Fig. 1: the metal 1 layer
Supply wires on this layer in grey.
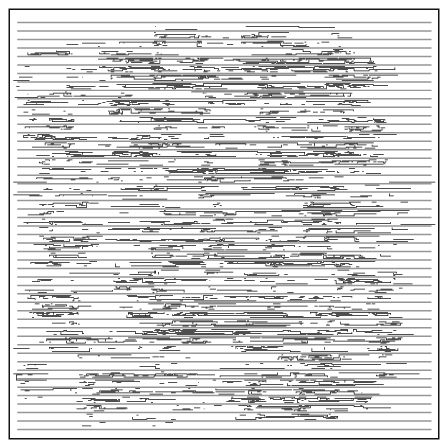
Fig. 2: the metal 2 layer
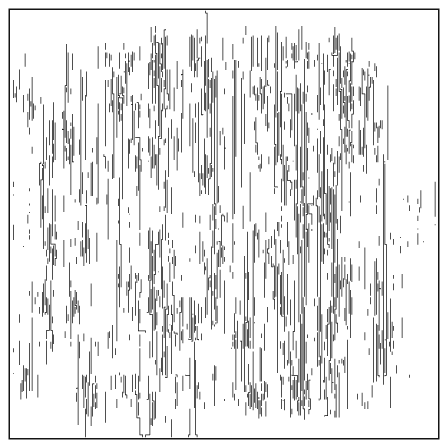
**src/rtl/probe_pkg.sv**
```systemverilog
// Shared definitions for the probe_bank line probe: mode encodings, the
// per-channel drive FSM state type and the drive-request qualifier.
package probe_pkg;

    localparam logic [1:0] MODE_PASS   = 2'd0;
    localparam logic [1:0] MODE_FREEZE = 2'd1;
    localparam logic [1:0] MODE_DRIVE  = 2'd2;

    typedef enum logic [1:0] {
        IDLE     = 2'd0,
        TURN_ON  = 2'd1,
        DRIVE_ST = 2'd2,
        TURN_OFF = 2'd3
    } drive_state_t;

    // A channel request counts only in DRIVE mode; the reserved mode never drives.
    function automatic logic drive_req(input logic [1:0] mode, input logic tx_en);
        return (mode == MODE_DRIVE) && tx_en;
    endfunction

endpackage

```
**src/rtl/probe_channel.sv**
```systemverilog
// One probe channel: input synchroniser, frozen-able probe register,
// saturating edge counter and pad drive FSM with turnaround guard cycles.
module probe_channel
    import probe_pkg::*;
#(
    parameter int SYNC_STAGES = 2,
    parameter int CNT_W       = 16,
    parameter int TURN_CYC    = 2
) (
    input  logic             clk,
    input  logic             rst,
    input  logic             pad_in,
    input  logic [1:0]       mode,
    input  logic             tx_en,
    input  logic             tx_data,
    input  logic             cnt_clr,
    output logic             probe_out,
    output logic             pad_out,
    output logic             pad_oe,
    output logic [CNT_W-1:0] cnt
);

    localparam int TC_W = (TURN_CYC > 1) ? $clog2(TURN_CYC) : 1;
    localparam logic [TC_W-1:0] TC_LAST = TC_W'(TURN_CYC - 1);

    logic [SYNC_STAGES-1:0] sync_r;
    logic                   sync_d_r;
    logic                   probe_r;
    logic [CNT_W-1:0]       cnt_r;
    drive_state_t           state_r;
    logic [TC_W-1:0]        tc_r;
    logic                   pad_out_r;
    logic                   pad_oe_r;
    logic                   sync_s;
    logic                   edge_s;
    logic                   req_s;

    assign sync_s = sync_r[SYNC_STAGES-1];
    assign edge_s = sync_s ^ sync_d_r;
    assign req_s  = drive_req(mode, tx_en);

    // Synchroniser chain plus the one-cycle delayed copy used for edge detect.
    always_ff @(posedge clk) begin
        if (rst) begin
            sync_r   <= {SYNC_STAGES{1'b0}};
            sync_d_r <= 1'b0;
        end else begin
            sync_r   <= {sync_r[SYNC_STAGES-2:0], pad_in};
            sync_d_r <= sync_s;
        end
    end

    // Probe register tracks the synchronised line except while frozen.
    always_ff @(posedge clk) begin
        if (rst) begin
            probe_r <= 1'b0;
        end else if (mode == MODE_FREEZE) begin
            probe_r <= probe_r;
        end else begin
            probe_r <= sync_s;
        end
    end

    // Saturating edge counter; clear wins over a coincident edge.
    always_ff @(posedge clk) begin
        if (rst || cnt_clr) begin
            cnt_r <= {CNT_W{1'b0}};
        end else if (edge_s && (cnt_r != {CNT_W{1'b1}})) begin
            cnt_r <= cnt_r + CNT_W'(1);
        end else begin
            cnt_r <= cnt_r;
        end
    end

    // Drive FSM; pad_oe is asserted only in DRIVE_ST and released without guard on reset.
    always_ff @(posedge clk) begin
        if (rst) begin
            state_r   <= IDLE;
            tc_r      <= {TC_W{1'b0}};
            pad_out_r <= 1'b0;
            pad_oe_r  <= 1'b0;
        end else begin
            case (state_r)
                IDLE: begin
                    pad_oe_r <= 1'b0;
                    tc_r     <= {TC_W{1'b0}};
                    if (req_s) begin
                        state_r <= TURN_ON;
                    end else begin
                        state_r <= IDLE;
                    end
                end
                TURN_ON: begin
                    if (!req_s) begin
                        state_r  <= IDLE;
                        pad_oe_r <= 1'b0;
                    end else if (tc_r == TC_LAST) begin
                        state_r   <= DRIVE_ST;
                        pad_oe_r  <= 1'b1;
                        pad_out_r <= tx_data;
                    end else begin
                        tc_r     <= tc_r + TC_W'(1);
                        pad_oe_r <= 1'b0;
                    end
                end
                DRIVE_ST: begin
                    if (!req_s) begin
                        state_r  <= TURN_OFF;
                        tc_r     <= {TC_W{1'b0}};
                        pad_oe_r <= 1'b0;
                    end else begin
                        pad_out_r <= tx_data;
                        pad_oe_r  <= 1'b1;
                    end
                end
                TURN_OFF: begin
                    pad_oe_r <= 1'b0;
                    if (tc_r == TC_LAST) begin
                        state_r <= IDLE;
                    end else begin
                        tc_r <= tc_r + TC_W'(1);
                    end
                end
                default: begin
                    state_r  <= IDLE;
                    tc_r     <= {TC_W{1'b0}};
                    pad_oe_r <= 1'b0;
                end
            endcase
        end
    end

    assign probe_out = probe_r;
    assign pad_out   = pad_out_r;
    assign pad_oe    = pad_oe_r;
    assign cnt       = cnt_r;

endmodule

```
**src/rtl/probe_bank.sv**
```systemverilog
// Multi-channel line probe and tristate driver; channels are replicated
// here and the selected edge counter is registered onto edge_cnt.
module probe_bank
    import probe_pkg::*;
#(
    parameter int CH          = 4,
    parameter int SYNC_STAGES = 2,
    parameter int CNT_W       = 16,
    parameter int TURN_CYC    = 2,
    localparam int SEL_W      = (CH > 1) ? $clog2(CH) : 1
) (
    input  logic             clk,
    input  logic             rst,
    input  logic [CH-1:0]    pad_in,
    input  logic [1:0]       mode,
    input  logic [CH-1:0]    tx_en,
    input  logic [CH-1:0]    tx_data,
    input  logic             cnt_clr,
    input  logic [SEL_W-1:0] cnt_sel,
    output logic [CH-1:0]    probe_out,
    output logic [CH-1:0]    pad_out,
    output logic [CH-1:0]    pad_oe,
    output logic [CNT_W-1:0] edge_cnt
);

    logic [CNT_W-1:0] cnt_s [CH];
    logic [CNT_W-1:0] sel_cnt_s;
    logic [CNT_W-1:0] edge_cnt_r;

    for (genvar i = 0; i < CH; i++) begin : g_ch
        probe_channel #(
            .SYNC_STAGES (SYNC_STAGES),
            .CNT_W       (CNT_W),
            .TURN_CYC    (TURN_CYC)
        ) u_ch (
            .clk       (clk),
            .rst       (rst),
            .pad_in    (pad_in[i]),
            .mode      (mode),
            .tx_en     (tx_en[i]),
            .tx_data   (tx_data[i]),
            .cnt_clr   (cnt_clr),
            .probe_out (probe_out[i]),
            .pad_out   (pad_out[i]),
            .pad_oe    (pad_oe[i]),
            .cnt       (cnt_s[i])
        );
    end

    // Select a counter; selections beyond the last channel read as zero.
    always_comb begin
        sel_cnt_s = {CNT_W{1'b0}};
        if (32'(cnt_sel) < CH) begin
            sel_cnt_s = cnt_s[cnt_sel];
        end else begin
            sel_cnt_s = {CNT_W{1'b0}};
        end
    end

    // Registered counter readout.
    always_ff @(posedge clk) begin
        if (rst) begin
            edge_cnt_r <= {CNT_W{1'b0}};
        end else begin
            edge_cnt_r <= sel_cnt_s;
        end
    end

    assign edge_cnt = edge_cnt_r;

endmodule

```
**config.mk**
```make
export PLATFORM = sky130hd
export DESIGN_NAME = probe_bank
export DESIGN_NICKNAME = d
export VERILOG_FILES = /design/src/rtl/probe_pkg.sv /design/src/rtl/probe_channel.sv /design/src/rtl/probe_bank.sv
export SDC_FILE = /design/constraint.sdc
export NUM_CORES = 1
export LEC_CHECK = 0
export CELL_PAD_IN_SITES_DETAIL_PLACEMENT = 1
export CELL_PAD_IN_SITES_GLOBAL_PLACEMENT = 2
export CORE_MARGIN = 2
export CORE_UTILIZATION = 32
export DETAILED_ROUTE_END_ITERATION = 10
export GPL_TIMING_DRIVEN = 0
export PLACE_DENSITY_LB_ADDON = 0.1
export SYNTH_ARGS = -nofsm -noshare
export SYNTH_HDL_FRONTEND = slang
export SYNTH_HIERARCHICAL = 1
export SYNTH_SLANG_ARGS = --single-unit
```
**constraint.sdc**
```tcl
create_clock -name clk -period 2.7 [get_ports clk]
set_clock_uncertainty 0.2 [all_clocks]
set_input_delay 0.405 -clock clk [delete_from_list [all_inputs] [get_ports clk]]
set_output_delay 0.405 -clock clk [all_outputs]
set_load 0.01 [all_outputs]
```
==> run notes <==
Implementation results are summarized by area below.

Status
The flow ran to the end, and the final reports show no timing, DRC or antenna violations.

Synthesis
The number of library cell types mapped by synthesis is 48. After Yosys synthesis, and, or, nand and nor cells account for 27.68% of the synthesized area. The adder-cell share of the synthesized area is 0.8801%.

Worst setup path
STA classifies the critical path endpoint as a register. The critical path contains buffers and inverters numbering 2 combined. The startpoint type of the worst setup path is a primary input.

According to the timing report, the data required time at the worst endpoint equals 2810 ps.

Global route
The most used routing layer in global routing is met2. The largest net degree at the start of global routing is 19.

Floorplanning
The count of pins on the block boundary is 47. The area of the core is 0.01736 mm².

Clock tree
The clock sink count is 116. The worst-case clock buffer depth is 2. The number of buffers created by CTS is 17. Looking at the clock tree report, the H-tree level count equals 4. The root buffer cell is sky130_fd_sc_hd__clkbuf_16.

Final layout
In the final layout, non-clock buffers account for 8.534% of the cell area. The fraction of cell area in sequential cells is reported as 33.07%. Among logic cells in the layout, the one with the most instances is sky130_fd_sc_hd__dfxtp_1. The combined area of the multi-input logic cells is 0.003156 mm². For this run, the post-layout net count is 705.

The number of antenna diodes in the final layout is 1.

Hold path
The startpoint of the lowest-slack hold path is g_ch[3].u_ch/sync_r[0].

Pwr
Sequential cells account for 40.8% of the total power. The static leakage power is 0.002399 µW. The power share of the combinational group is 4.9%. Internal power comes to 3329 µW. The ratio of total power to cell area is 607.3 mW/mm². The group with the largest share of power is clock. The clock network burns 54.3% of the power.

Route
Using the TritonRoute via totals, the vias-per-cell ratio works out to 5.498. The routed length on met2 is 7.784 mm. The post-route met1 wirelength is 8.344 mm. The detailed router reports a met3 wire length of 739 µm. The top routing layer in use is met4.

Final timing
OpenROAD reports that the post-layout worst path occupies 88.56% of the period. The transition at the pin with the smallest max-transition slack is 855.8 ps. After layout, the minimum clock period comes to 2391 ps.
-- Fig. 1 (at the start) --
share of all routed wire: 49%
wire length on this layer: 8,340 µm

-- Fig. 2 (at the start) --
wire length on this layer: 7,780 µm
nets with wire on the layer: 630

-- metrics by stage --
stage	setup TNS (ps)	cells	setup slack (ps)	hold slack [ps]	area, µm²
after CTS	0	919	280.7	251.2	7020
after global placement	-717.0	888	-122.1	221.8	6419
after detailed placement	-733.6	888	-132.2	238.0	6419
after global routing	0	919	159.7	262.8	7020
final	0	920	308.8	245.2	7023
after floorplan	0	618	921.5	213.8	5687
-- logic make-up after synthesis --
family,Yosys count
and+or+nand+nor,262
AOI/OAI and AO/OA,148
buffers and inverters,36
muxes,40
xor gates and xnor gates,12
adders and majority gates,4
DFF,116
-- Yosys cell counts, types with 16 or more instances --
cell                      number  area, µm²
sky130_fd_sc_hd__nor3_1       16      80.08
sky130_fd_sc_hd__nand2_1      40      150.1
sky130_fd_sc_hd__or3_1        20      125.1
sky130_fd_sc_hd__a31oi_1      16      100.1
sky130_fd_sc_hd__o21ai_0      20      100.1
sky130_fd_sc_hd__o21ai_1      16      80.08
sky130_fd_sc_hd__nand3_1      28      140.1
sky130_fd_sc_hd__nand4_1      20      125.1
sky130_fd_sc_hd__inv_1        16      60.06
sky130_fd_sc_hd__dfxtp_1     116       2322
sky130_fd_sc_hd__nor2_1       36      135.1
sky130_fd_sc_hd__a21oi_1      36      180.2
sky130_fd_sc_hd__o22ai_1      16      100.1
sky130_fd_sc_hd__mux2i_1      40      400.4
sky130_fd_sc_hd__nor2b_1      16      100.1
-- registers in the layout, summed over array words and instances, names as in the netlist, named ones only --
signal,cells
g_ch.u_ch/sync_r,8
g_ch.u_ch/pad_out,4
g_ch.u_ch/probe_out,4
g_ch.u_ch/pad_oe,4
g_ch.u_ch/sync_d_r,4
g_ch.u_ch/cnt,64
edge_cnt,16
g_ch.u_ch/tc_r,4
g_ch.u_ch/state_r,4
Power is estimated from default activity; no workload was simulated.
